Design cache, sky130hd; sources not shown.
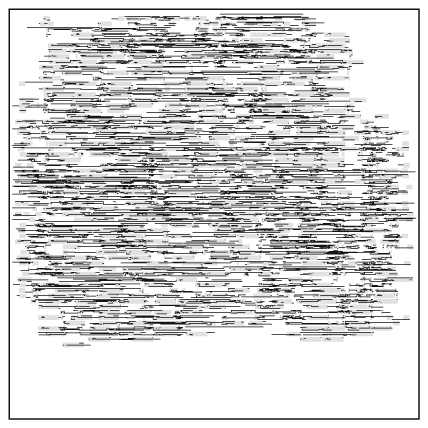
(run_1/met1.png)
Scale: 2 px per µm.
longest straight run	62.1 µm
wire length on this layer	18100 µm
Post-Route WL: 39860 µm
routed via count: 9843

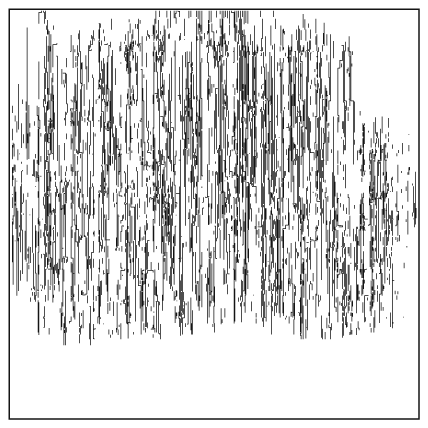
(run_1/met2.png)
Scale: 2 px per µm.
main direction	vertical
share of all routed wire	47%
longest straight run	83.8 µm
nets with wire on the layer	1087
global-route track usage on met2: 31.84%

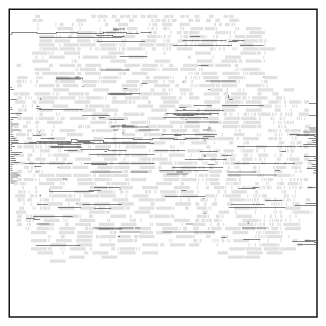
(run_1/met3.png)
Scale: 1.5 px per µm.
wire length on this layer	2420 µm
nets with wire on the layer	135
main direction	horizontal
met3 demand-to-capacity share in global routing: 2.886%

==> commit_impl_results.txt, run 1 <==
Update PnR metrics after Yosys + OpenROAD run

* Top cells excl fill/tap: sky130_fd_sc_hd__nand2_1 (323), sky130_fd_sc_hd__edfxtp_1 (280), sky130_fd_sc_hd__clkdlybuf4s50_1 (93)
- Count of buffers added by post-CTS timing repair for setup: 0
* Top achievable clock speed: 175.1 MHz
- Met1 GRT Util: a little over a quarter
- Critical path class: in -> out
- # H-tree levels: 2
- The die covers between 40000 and 50000 µm².
* Final setup TNS: 0 ns
- Worst relative slew slack: about a third
- Root Driver: sky130_fd_sc_hd__clkbuf_16
* # setup viols final: 0
- Measured along the y axis, the die boundary spans 204.1 µm.
- The timing report lists the critical path depth as 13 cells.
* Crit share post-route: around 88%
* IR Drop Worst-Case VDD: between 0.1 and 0.15 mV
- Worst-case register-to-register setup slack: around 3.1 ns
* Global-route usage over all layers: between 10% and 20%
- The number of global-route vias before repair is ~10000.
* Max FFs per register: around 260
* Number of antenna-violating nets in the routed design: 0
- Compared with the post-synthesis result, the final layout area differs by 21.42%.
- The number of antenna violations at the first check in global routing is 0.
* Number of inserted diodes: 0
* Cell area after synthesis: between 10000 and 15000 µm²
- The flow ran to the end, and the final reports show no timing, DRC or antenna violations.
- Most used standard cell by instance count after synthesis: sky130_fd_sc_hd__nand2_1
run 1: metrics by stage:
stage | utilization [%] | instance area, µm² | setup slack, ns | power [mW]
global route | 42.94 | 17020 | 0.5695 | 5.356
CTS | 42.94 | 17020 | 0.7793 | 5.211
global placement | 39.78 | 15770 | 0.7759 | 3.072
finish | 42.94 | 17020 | 0.7896 | 5.175
floorplan | - | 14020 | 1.799 | 2.868
detailed placement | 39.78 | 15770 | 0.7805 | 3.074
run 1: tightest hold or removal path, stage by stage (launching register included):
cell	delay [ns]
sky130_fd_sc_hd__dfxtp_1	0.33
sky130_fd_sc_hd__nand2_1	0.05
sky130_fd_sc_hd__o21ai_0	0.05
run 1: where the power goes:
| part | switching [mW] | leakage (nW) | total, mW | internal [mW] |
|---|---|---|---|---|
| combinational | 0.422 | 2.75 | 0.626 | 0.204 |
| clock | 0.849 | 0.625 | 2.15 | 1.30 |
| sequential | 0.0158 | 2.99 | 2.40 | 2.39 |
| total | 1.29 | 6.37 | 5.18 | 3.89 |
run 1: metal layers:
layer | up-vias | routed length (µm)
li1 | 4591 | -
met1 | 4869 | 18100
met2 | 323 | 18600
met3 | 60 | 2422
met4 | 0 | 732
met5 | - | 0
run 1: kinds of logic (layout without fill, tap and decap cells):
logic type               count (synthesis)  count (layout)  share of synthesized area [%]
AND/OR/NAND/NOR                        492             492                          14.47
flip-flops                             339             339                          68.40
AND-OR/OR-AND                          237             237                          10.94
buffers and inverters                  156             303                          5.140
multiplexers                            11              11                         0.7854
adder cells (fa/ha/maj)                  3               3                         0.2678
run 1: area by class of cell:
type                       instances  area [µm²]  area share [%]
sequential                       339        9589           56.33
multi-input combinational        743        3782           22.22
tap                              525       656.9           3.859
timing repair buffer             139        1376           8.085
clock inverter                    16       162.7          0.9555
inverter                          96       362.8           2.132
clock buffer                      52        1092           6.417
==> run_1/met4.png <==
Scale: 1.5 px per µm.
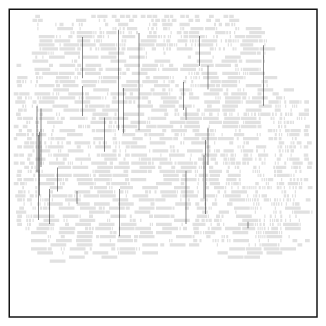

==> run 2, diff against run 1 <==
Settings changed: CELL_PAD_IN_SITES_DETAIL_PLACEMENT from default to 0, CELL_PAD_IN_SITES_GLOBAL_PLACEMENT from default to 1, CORE_MARGIN 2 to default.
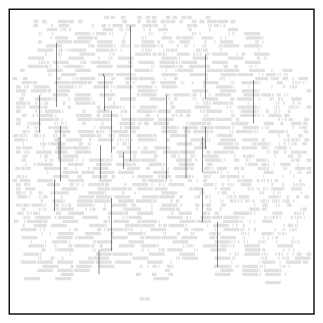
(run_2/met4.png)
Scale: 1.5 px per µm.
share of all routed wire	1.5%
longest straight run	89.8 µm
nets with wire on the layer	11
main direction	vertical
wire length on this layer	601 µm
Post-Route WL: 41130 µm
routed via count: 9649

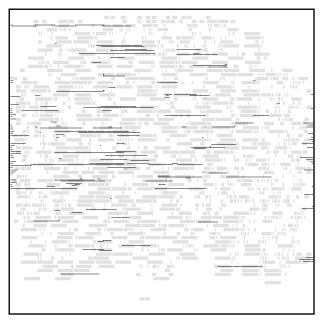
(run_2/met3.png)
Scale: 1.5 px per µm.
wire length on this layer	1760 µm
nets with wire on the layer	105
met3 demand-to-capacity share in global routing: 2.725%

==> run 2 against run 1 <==
Synthesized cell count stayed put; register-to-register slack worse by 0.02 ns; utilization is 0.16 points higher; combinational power hardly changed.
==> commit_impl_results.txt, run 2 <==
Update PnR metrics after Yosys + OpenROAD run

* Worst-case register-to-register setup slack: around 3.1 ns
- Count of buffers added by post-CTS timing repair for setup: 0
- In the detailed route, the total length drawn on met2 is roughly 20000 µm.
- The register with the most flip-flops in the layout has 256 of them.
- The critical path crosses 14 cells after its start point.
* Routed length on met3: ~1800 µm
- Routed signal wires occupy layers up through met4.
- Power drawn by the sequential cells: 2.40 mW
- Via count of the first global-routing pass: roughly 9900
- Routed metal-1 wire length: 18480 µm
- Worst relative slew slack: 42.07%
- In this run, the clock network consumes between 40% and 50% of the power.
- In this build the clock could be raised as far as about 180 MHz.
* Root Driver: sky130_fd_sc_hd__clkbuf_16
- Power dissipated in the clock network: between 2 and 2.5 mW
- The count of nets left with antenna violations once routing finished came out at 0.
- From the final report, the count of setup violators was given as 0.
* Combinational power: between 0.6 and 0.7 mW
- The group that draws the most power in this run is sequential cells.
- Reg power frac: between 40% and 50%
* Die y size: just over 200 µm
* Critical path class: in -> out
- Floorplan die area: about 40000 µm²
- The run finished with clean final reports.
* Relative area change from synthesis to final layout: 20.21%
- IR Drop Worst-Case VDD: around 0.14 mV
- The number of antenna violations at the first check in global routing came to 0.
- Crit share post-route: between 80% and 90%
* Share of power burned in combinational logic: 12.2%
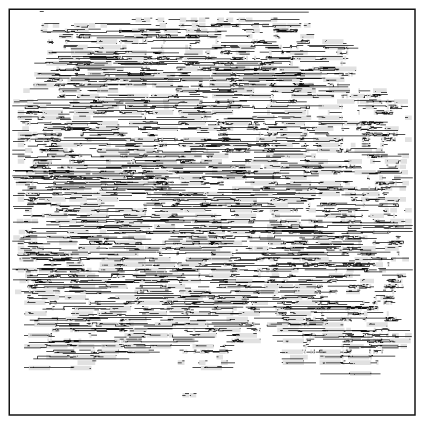
(run_2/met1.png)
Scale: 2 px per µm.
nets with wire on the layer	1325
longest straight run	98.9 µm
main direction	horizontal
wire length on this layer	18500 µm
share of all routed wire	45%
met1 GRT Util: 27.55%

[run 2: cell count changes in the layout (fill, tap and decap cells not counted)]
cell,change
sky130_fd_sc_hd__buf_12,-6
sky130_fd_sc_hd__bufinv_16,-1
sky130_fd_sc_hd__clkinv_2,+3
sky130_fd_sc_hd__clkbuf_8,-2
sky130_fd_sc_hd__buf_4,+2
sky130_fd_sc_hd__clkinv_4,-1
sky130_fd_sc_hd__clkinvlp_4,-2
sky130_fd_sc_hd__clkinv_1,+3
[run 2: per-layer routing]
metal,GRT usage [%],up-vias
met2,35.04,231
li1,-,4594
met3,2.725,50
met1,27.55,4774
met4,4.189,0
met5,-,-
[run 2: stage by stage]
stage	worst slack [ns]	instance area, µm²	utilization [%]	total power, mW	std cells
after CTS	0.8745	16850	43.11	5.156	1899
after global placement	0.8759	15650	40.04	3.076	1831
after detailed placement	0.9012	15650	40.04	3.079	1831
final	0.8834	16850	43.11	5.106	1899
after global routing	0.7258	16850	43.11	5.306	1899
after floorplan	1.799	14020	-	2.868	1238
[run 2: cells by family after synthesis]
family | synth area share, %
multiplexers | 0.7854
flip-flops | 68.40
adder cells (fa/ha/maj) | 0.2678
buffers and inverters | 5.140
AND/OR/NAND/NOR | 14.47
AND-OR/OR-AND | 10.94
[run 2: final cells by class]
type,instances,area [µm²],share of cell area [%]
flip-flops and latches,339,9589,56.90
multi-input cells,743,3782,22.44
repair buffers,135,1271,7.543
clock buffers,50,1065,6.318
well taps,518,648.1,3.846
inverters,96,362.8,2.153
clock inverters,18,135.1,0.8018
No activity file was given, so power comes from the tool's default toggle rates.
